## src/rtl/sha_pkg.sv

```systemverilog
// Shared widths and sweep state encoding for the nonce sweep controller.
package sha_pkg;
  localparam int BLOCK_W = 512;
  localparam int HASH_W  = 256;
  localparam int NONCE_W = 32;

  typedef enum logic [2:0] {
    IDLE   = 3'd0,
    ISSUE  = 3'd1,
    WAIT   = 3'd2,
    CHECK  = 3'd3,
    REPORT = 3'd4,
    DRAIN  = 3'd5
  } sweep_state_t;
endpackage

```

## src/rtl/hash_lt_cmp.sv

```systemverilog
// Unsigned 256-bit magnitude compare (a < b), kept separate so it can be
// pipelined later without touching the sequencer.
module hash_lt_cmp
  import sha_pkg::*;
(
  input  logic [HASH_W-1:0] a,
  input  logic [HASH_W-1:0] b,
  output logic              lt
);
  // Plain unsigned compare.
  assign lt = (a < b);
endmodule

```

## src/rtl/nonce_sweep_ctrl.sv

```systemverilog
// Nonce sweep sequencer for one sha256_module instance.
// Inserts each candidate nonce into the template, starts the core, compares
// the digest with the target and stops on the first hit or end of range.
// Optional build macro: NONCE_SWEEP_STATS_EN adds the hash_count port.
module nonce_sweep_ctrl
  import sha_pkg::*;
#(
  parameter int NONCE_LSB = 96,
  parameter int CNT_W     = 32
) (
  input  logic               clk,
  input  logic               reset,
  input  logic               cmd_start,
  input  logic               cmd_abort,
  input  logic [BLOCK_W-1:0] tmpl_block,
  input  logic [NONCE_W-1:0] nonce_first,
  input  logic [NONCE_W-1:0] nonce_last,
  input  logic [HASH_W-1:0]  target,
  output logic               core_start,
  output logic [BLOCK_W-1:0] core_block,
  input  logic [HASH_W-1:0]  core_hash,
  input  logic               core_done,
  output logic               busy,
  output logic               found,
  output logic               exhausted,
  output logic [NONCE_W-1:0] result_nonce,
  output logic [HASH_W-1:0]  result_hash,
  input  logic               result_ack
`ifdef NONCE_SWEEP_STATS_EN
  ,
  output logic [CNT_W-1:0]   hash_count
`endif
);

  sweep_state_t       state, state_d;
  logic [BLOCK_W-1:0] tmpl_q;
  logic [NONCE_W-1:0] nonce_q;
  logic [NONCE_W-1:0] last_q;
  logic [HASH_W-1:0]  target_q;
  logic [HASH_W-1:0]  hash_q;
  logic               hit;
  logic               accept_start;
  logic               at_last;

  function automatic logic [BLOCK_W-1:0] insert_nonce(
    input logic [BLOCK_W-1:0] tmpl,
    input logic [NONCE_W-1:0] n
  );
    logic [BLOCK_W-1:0] r;
    r = tmpl;
    r[NONCE_LSB +: NONCE_W] = n;
    return r;
  endfunction

  hash_lt_cmp u_cmp (
    .a  (hash_q),
    .b  (target_q),
    .lt (hit)
  );

  assign accept_start = (state == IDLE) && cmd_start && !cmd_abort;
  assign at_last      = (nonce_q == last_q);
  assign core_start   = (state == ISSUE);
  assign busy         = (state != IDLE);

  // State register.
  always_ff @(posedge clk) begin
    if (reset) state <= IDLE;
    else       state <= state_d;
  end

  // Next-state logic; abort always wins over progress.
  always_comb begin
    state_d = state;
    case (state)
      IDLE:   if (accept_start) state_d = (nonce_first > nonce_last) ? REPORT : ISSUE;
      ISSUE:  state_d = cmd_abort ? DRAIN : WAIT;
      WAIT: begin
        // An abort coinciding with done has nothing left to drain.
        if (cmd_abort)      state_d = core_done ? IDLE : DRAIN;
        else if (core_done) state_d = CHECK;
      end
      CHECK: begin
        if (cmd_abort)       state_d = IDLE;
        else if (hit)        state_d = REPORT;
        else if (at_last)    state_d = REPORT;
        else                 state_d = ISSUE;
      end
      REPORT: if (cmd_abort || result_ack) state_d = IDLE;
      DRAIN:  if (core_done) state_d = IDLE;
      default: state_d = IDLE;
    endcase
  end

  // Config latch, nonce stepping, digest capture and result reporting.
  always_ff @(posedge clk) begin
    if (reset) begin
      tmpl_q       <= '0;
      nonce_q      <= '0;
      last_q       <= '0;
      target_q     <= '0;
      hash_q       <= '0;
      core_block   <= '0;
      found        <= 1'b0;
      exhausted    <= 1'b0;
      result_nonce <= '0;
      result_hash  <= '0;
    end else begin
      case (state)
        IDLE: begin
          if (accept_start) begin
            tmpl_q   <= tmpl_block;
            nonce_q  <= nonce_first;
            last_q   <= nonce_last;
            target_q <= target;
            if (nonce_first > nonce_last) begin
              exhausted    <= 1'b1;
              result_nonce <= nonce_last;
              result_hash  <= '0;
            end else begin
              core_block <= insert_nonce(tmpl_block, nonce_first);
            end
          end
        end
        WAIT: begin
          if (core_done && !cmd_abort) hash_q <= core_hash;
        end
        CHECK: begin
          if (!cmd_abort) begin
            if (hit) begin
              found        <= 1'b1;
              result_nonce <= nonce_q;
              result_hash  <= hash_q;
            end else if (at_last) begin
              exhausted    <= 1'b1;
              result_nonce <= nonce_q;
              result_hash  <= hash_q;
            end else begin
              nonce_q    <= nonce_q + 32'd1;
              core_block <= insert_nonce(tmpl_q, nonce_q + 32'd1);
            end
          end
        end
        REPORT: begin
          if (cmd_abort || result_ack) begin
            found     <= 1'b0;
            exhausted <= 1'b0;
          end
        end
        default: ;
      endcase
    end
  end

`ifdef NONCE_SWEEP_STATS_EN
  // Saturating count of digests accepted during a sweep.
  always_ff @(posedge clk) begin
    if (reset || accept_start) begin
      hash_count <= '0;
    end else if (state == WAIT && core_done && !cmd_abort) begin
      if (hash_count != {CNT_W{1'b1}}) hash_count <= hash_count + CNT_W'(1);
    end
  end
`endif

endmodule

```

## config.mk

```make
export PLATFORM = sky130hd
export DESIGN_NAME = nonce_sweep_ctrl
export DESIGN_NICKNAME = d
export VERILOG_FILES = /design/src/rtl/sha_pkg.sv /design/src/rtl/hash_lt_cmp.sv /design/src/rtl/nonce_sweep_ctrl.sv
export SDC_FILE = /design/constraint.sdc
export NUM_CORES = 2
export LEC_CHECK = 0
export CAP_MARGIN = 20
export CELL_PAD_IN_SITES_DETAIL_PLACEMENT = 1
export CELL_PAD_IN_SITES_GLOBAL_PLACEMENT = 2
export CORE_AREA = 8 8 743 745
export DETAILED_ROUTE_END_ITERATION = 12
export DIE_AREA = 0 0 751 753
export PLACE_DENSITY = 0.54
export SLEW_MARGIN = 5
export SYNTH_ARGS = -nofsm -noshare
export SYNTH_HDL_FRONTEND = slang
export SYNTH_HIERARCHICAL = 1
export SYNTH_SLANG_ARGS = --single-unit
```

## constraint.sdc

```tcl
create_clock -name clk -period 8 [get_ports clk]
set_input_delay 1.2 -clock clk [delete_from_list [all_inputs] [get_ports clk]]
set_output_delay 1.2 -clock clk [all_outputs]
set_load 0.02 [all_outputs]
```

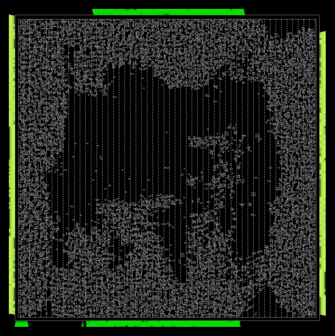
Figure 1: cell placement.
final sequential cell count: 1861
area inside the core boundary: 0.540 mm²

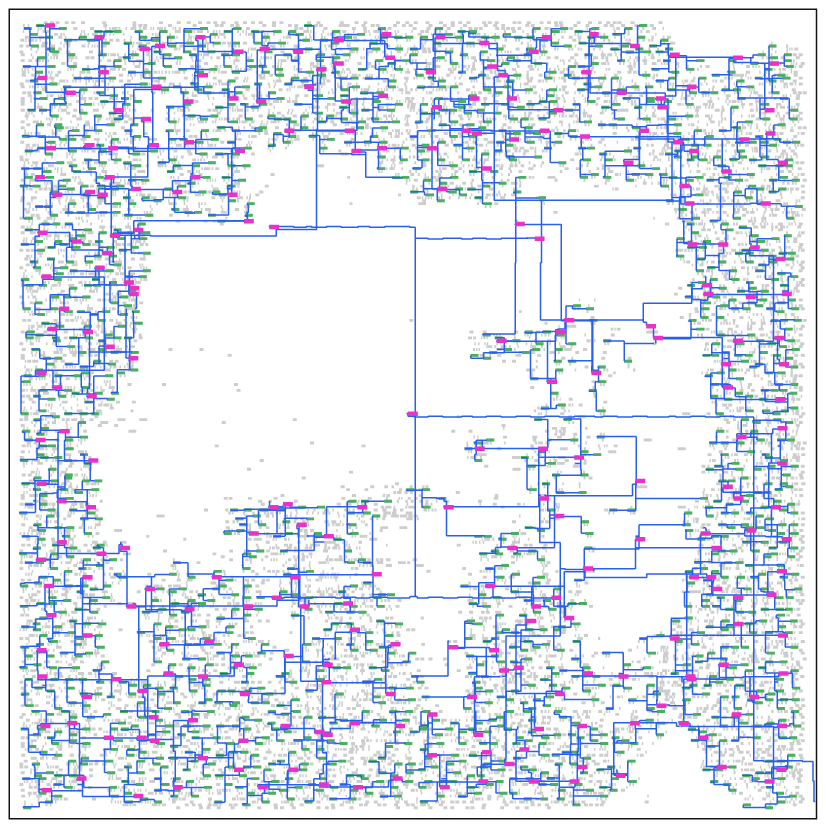
Figure 2: clock wires, drivers and flops.
[magenta] cells driving clock nets | count: 271
[green] flip-flops | count: 1861
[blue] clock wires | length: 38.6 mm
routed clock nets: 272

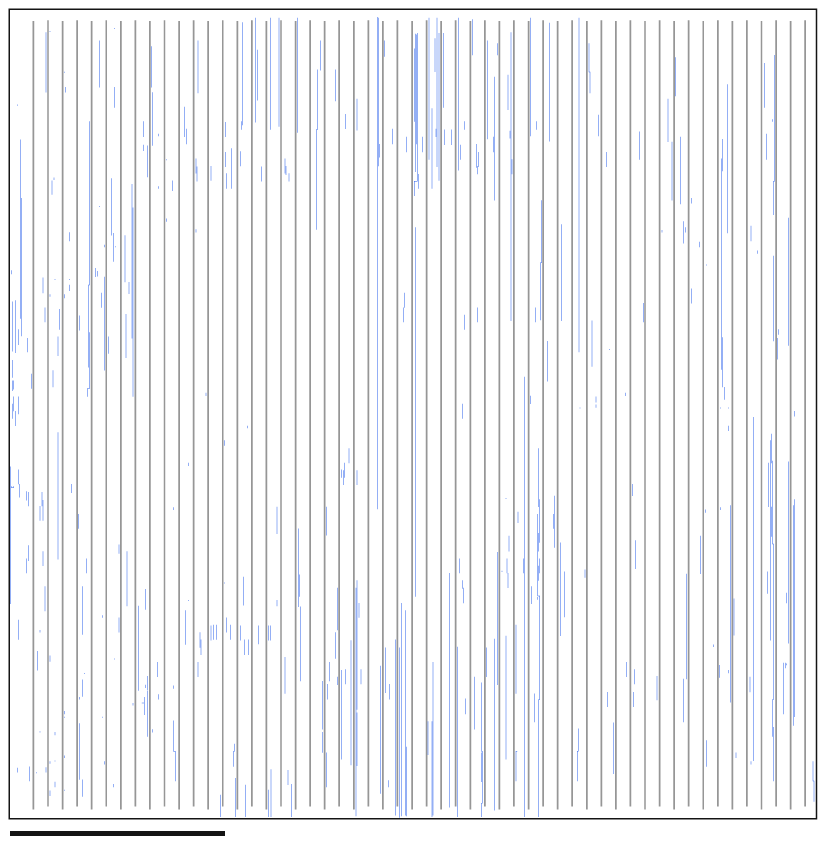
Figure 3: metal 4.
The bar under the picture is 200 µm long. Supply wires on this layer in gray.
nets with wire on the layer: 293
wire length on this layer: 16400 µm
main direction: vertical
longest straight run: 458 µm

==> datasheet_impl.txt <==
Physical design parameters

Parameter                              Value

Status
  Status .................. finished clean

Yosys
  Count of flip-flops with a built-in enable after synthesis .................. 0
  Cell area after synthesis .................. 0.0821 mm²
  Share of synthesized registers carrying an async set or reset .................. 0
  Sequential-to-total area share from yosys stat .................. 0.454
  Most common cell in the synthesized netlist .................. sky130_fd_sc_hd__nand2_1
  Total number of yosys warnings .................. 6
  Post-synthesis instance total .................. 10100
  Area share, top type .................. 0.454
  Leading post-synthesis cells by instance count .................. sky130_fd_sc_hd__nand2_1, sky130_fd_sc_hd__a21oi_1, sky130_fd_sc_hd__dfxtp_1, sky130_fd_sc_hd__clkbuf_1, sky130_fd_sc_hd__a311oi_2
  Cell Type Count .................. 75
  Synthesized net count .................. 11500
  Cell count in the Yosys report .................. 10100
  Number of storage elements in the synthesis netlist .................. 1861
  Average size of a mapped cell .................. 8.10 µm²
  Dominant register cell in the synthesized netlist .................. sky130_fd_sc_hd__dfxtp_1
  Top area cells in the synthesized netlist .................. sky130_fd_sc_hd__dfxtp_1, sky130_fd_sc_hd__nand2_1, sky130_fd_sc_hd__a21oi_1
  Largest area contributor in the synthesized netlist .................. sky130_fd_sc_hd__dfxtp_1
  Chip area from the yosys synthesis statistics .................. 0.0821 mm²

Finish
  Finished Cell Area .................. 0.117 mm²
  Tally of filler cells in the layout .................. 63300
  NumNets Final .................. 12900
  Synth-to-Final Area Change .................. 42.4%
  Fraction of final layout cells sized beyond drive strength 1 .................. 0.0906
  Post-layout util .................. 0.217

Clock network
  Resized Gates After CTS .................. 0
  Clock insertion delay at the later pin of the skew report .................. 0.93 ns
  H-tree Lvls .................. 5
  Clock sink total .................. 1861
  Post-CTS Setup Bufs .................. 0
  Clock tree root driver cell .................. sky130_fd_sc_hd__clkbuf_16
  Number of buffers added to fix hold violations after cts .................. 0
  Maximum clock path buffer count .................. 4
  Clock transition at the registers of the reported paths .................. 0.06 ns
  Clock tree from TritonCTS .................. built
  CTS buffer count .................. 271

Worst setup path
  Worst Path Class, Setup .................. flip-flop to flip-flop
  Peak per-stage delay on the critical path .................. 0.71 ns
  Top fanout value on the critical path .................. 47
  Data arrival, critical path .................. 7.09 ns
  Slack of the worst reg-to-reg path .................. 1.66 ns
  CP cell instances .................. inv_1 > ha_1 > nand4_1 > nor3_1 > nand4_1 > a31oi_1 > nor4_2 > or4_1 > a31o_1 > nor3b_2 > o21bai_2 > a21boi_4 > buf_12 > and2_4 > buf_12 > buf_12 > a311oi_2
  Cell mode on critical path .................. sky130_fd_sc_hd__buf_12
  Slowest-stage cell, CP .................. sky130_fd_sc_hd__or4_1
  Worst path buffer plus inverter count .................. 4
  Worst path required time .................. 8.75 ns
  Endpoint class of the critical path .................. flip-flop
  Kind of launch point of the worst setup path .................. flip-flop
  Worst path top cell family by delay .................. simple AND/OR/NAND/NOR gates

Power
  Leakage power .................. 39.1 nW
  Sequential share of power .................. 0.349
  Switching power .................. 10.7 mW
  Power density over the cells .................. 262 mW/mm²
  Tot Pwr .................. 30.6 mW
  Largest voltage drop on the vdd net .................. 0.148 mV
  Internal power of the cells .................. 19.9 mW
  Fraction of power spent switching nets .................. 0.349
  Combinational fraction of design power .................. 0.240
  Proportion of power drawn by the clock network .................. 0.411

Placement
  RePlAce Congestion .................. 0.815
  Final HPWL from detailed placement .................. 407000 µm
  Total of buffers placed on input and output ports .................. 1865
  Placed Instance Area .................. 0.108 mm²

Final timing
  Hold Vio Cnt, Final .................. 0
  Sum of negative setup slack .................. 0 ns
  Final tally of max-slew violations .................. 0
  Setup repair after global routing missed its margin .................. false
  Final cycle utilization of the critical path .................. 0.793
  Setup Skew .................. 0.0644 ns
  Upper clock frequency limit .................. 158 MHz
  Shortest clock period the worst path allows after layout .................. 6.34 ns
  Fin Hold WS .................. 0.453 ns
  Least-Margin Pin Slew .................. 1.28 ns
  Worst slew margin relative to its limit .................. 0.150
  Setup violators final .................. 0

Floorplan
  Row count .................. 270
  Boundary Pins .................. 1898
  Chip Height .................. 753 µm
  Die boundary width .................. 751 µm
  Floorplan die area .................. 0.566 mm²
  Floorplan utilization .................. 0.152

Worst hold path
  Worst hold path type .................. flip-flop to flip-flop

Route
  Total routed wirelength .................. 550000 µm
  Number of design-rule violations left by the first detailed-router iteration .................. 4362
  Number of vias in the routed layout .................. 81000
  Number of routed nets with antenna violations .................. 0
  Detailed-router iteration count before antenna repair .................. 5
  Routed wire per std cell .................. 28.9 µm
  Number of vias per cell after detailed routing .................. 4.26
  DRC violations left .................. 0

GRT
  Overall fraction of global-route tracks in use .................. 0.185
  GRT Residual Overflow .................. 0
  Largest net degree at the start of global routing .................. 179
  Via count of the first global-routing pass .................. 82900
  Grt peak-use layer .................. met2
  GR Layer Usage met3 .................. 0.0781
  Number of antenna violations at the first check in global routing .................. 348
  Wire length of the first global-routing pass .................. 738000 µm
  Met1 Usage GRT .................. 0.207
  Met2 track demand over resource in global routing .................. 0.322

Run
  Number of warnings the tools reported .................. 185
  # Max-Cap Violations .................. 0
[power groups by stage]
| stage | clock network (mW) | logic [mW] | registers [mW] |
|---|---|---|---|
| detailed placement | 0 | 7.52 | 10.9 |
| global placement | 0 | 7.49 | 10.9 |
| CTS | 13.1 | 7.54 | 10.7 |
| global route | 13.4 | 7.89 | 10.8 |
| finish | 12.6 | 7.34 | 10.7 |
| floorplan | 0 | 3.31 | 11.2 |
[per-stage QoR]
stage | std cells | worst slack, ns
2_1_floorplan | 10100 | 4.34
3_3_place_gp | 18400 | 1.43
3_5_place_dp | 18400 | 1.44
4_1_cts | 18900 | 1.42
5_1_grt | 18900 | 1.36
6_report | 19000 | 1.66
[worst reg2reg max path, delay by kind of cell (launching register included)]
kind                       cells  cell delay, ns
AOI/OAI and AO/OA              5            1.57
adders and majority gates      1            0.32
DFF                            1            0.33
and+or+nand+nor                7            2.86
buffers and inverters          4            1.10
[final timing paths]
| path | start | endpoint | cells after the start |
|---|---|---|---|
| worst max register to register | target_q[45] | core_block[16] | 17 |
| worst min register to register | target_q[150] | target_q[150] | 2 |
| worst min-delay path | target_q[150] | target_q[150] | 2 |
| worst max-delay path | target_q[45] | core_block[16] | 17 |
[routing by layer]
layer | vias up | wire [µm]
met5 | - | 1250
met4 | 190 | 16400
met3 | 880 | 52200
met2 | 2308 | 266000
met1 | 40000 | 214000
li1 | 37700 | -
[cell type report]
cell class	instances	area (µm²)	share of cell area
Antenna cell	95	238	0.00203
Timing Repair Buffer	2005	20400	0.174
Multi-Input combinational cell	7060	39800	0.340
Inverter	298	1120	0.00956
Tap cell	7208	9020	0.0771
Sequential cell	1861	37300	0.319
Clock buffer	406	7920	0.0677
Clock inverter	75	1210	0.0103
[placed cells by master, fill, tap and decap left out, types with 52 or more instances in the layout]
cell                              instances
sky130_fd_sc_hd__diode_2                 95
sky130_fd_sc_hd__clkbuf_8                63
sky130_fd_sc_hd__clkbuf_1                72
sky130_fd_sc_hd__buf_4                   89
sky130_fd_sc_hd__clkdlybuf4s50_1       1864
sky130_fd_sc_hd__nand4_1                323
sky130_fd_sc_hd__o21ai_0                305
sky130_fd_sc_hd__a21oi_1               1938
sky130_fd_sc_hd__inv_1                  297
sky130_fd_sc_hd__dfxtp_1               1861
sky130_fd_sc_hd__nand2_1               3212
sky130_fd_sc_hd__ha_1                   288
sky130_fd_sc_hd__clkbuf_16              271
sky130_fd_sc_hd__a311oi_2               478
sky130_fd_sc_hd__o21ai_1                 52
[sequential cells by signal, summed over array words and instances (netlist names)]
signal	count
target_q	256
nonce_q	32
tmpl_q	480
exhausted	1
result_nonce	32
state	3
core_block	512
found	1
hash_q	256
result_hash	256
last_q	32
[cell families after synthesis]
logic type | count (synthesis) | synth area share
fa+ha+maj | 288 | 0.0439
simple gates | 3778 | 0.190
mux | 4 | 0.000488
xor+xnor | 62 | 0.00661
buf+inv | 1210 | 0.0626
compound gates | 2928 | 0.243
flops | 1861 | 0.454
Power is estimated from default activity; no workload was simulated.
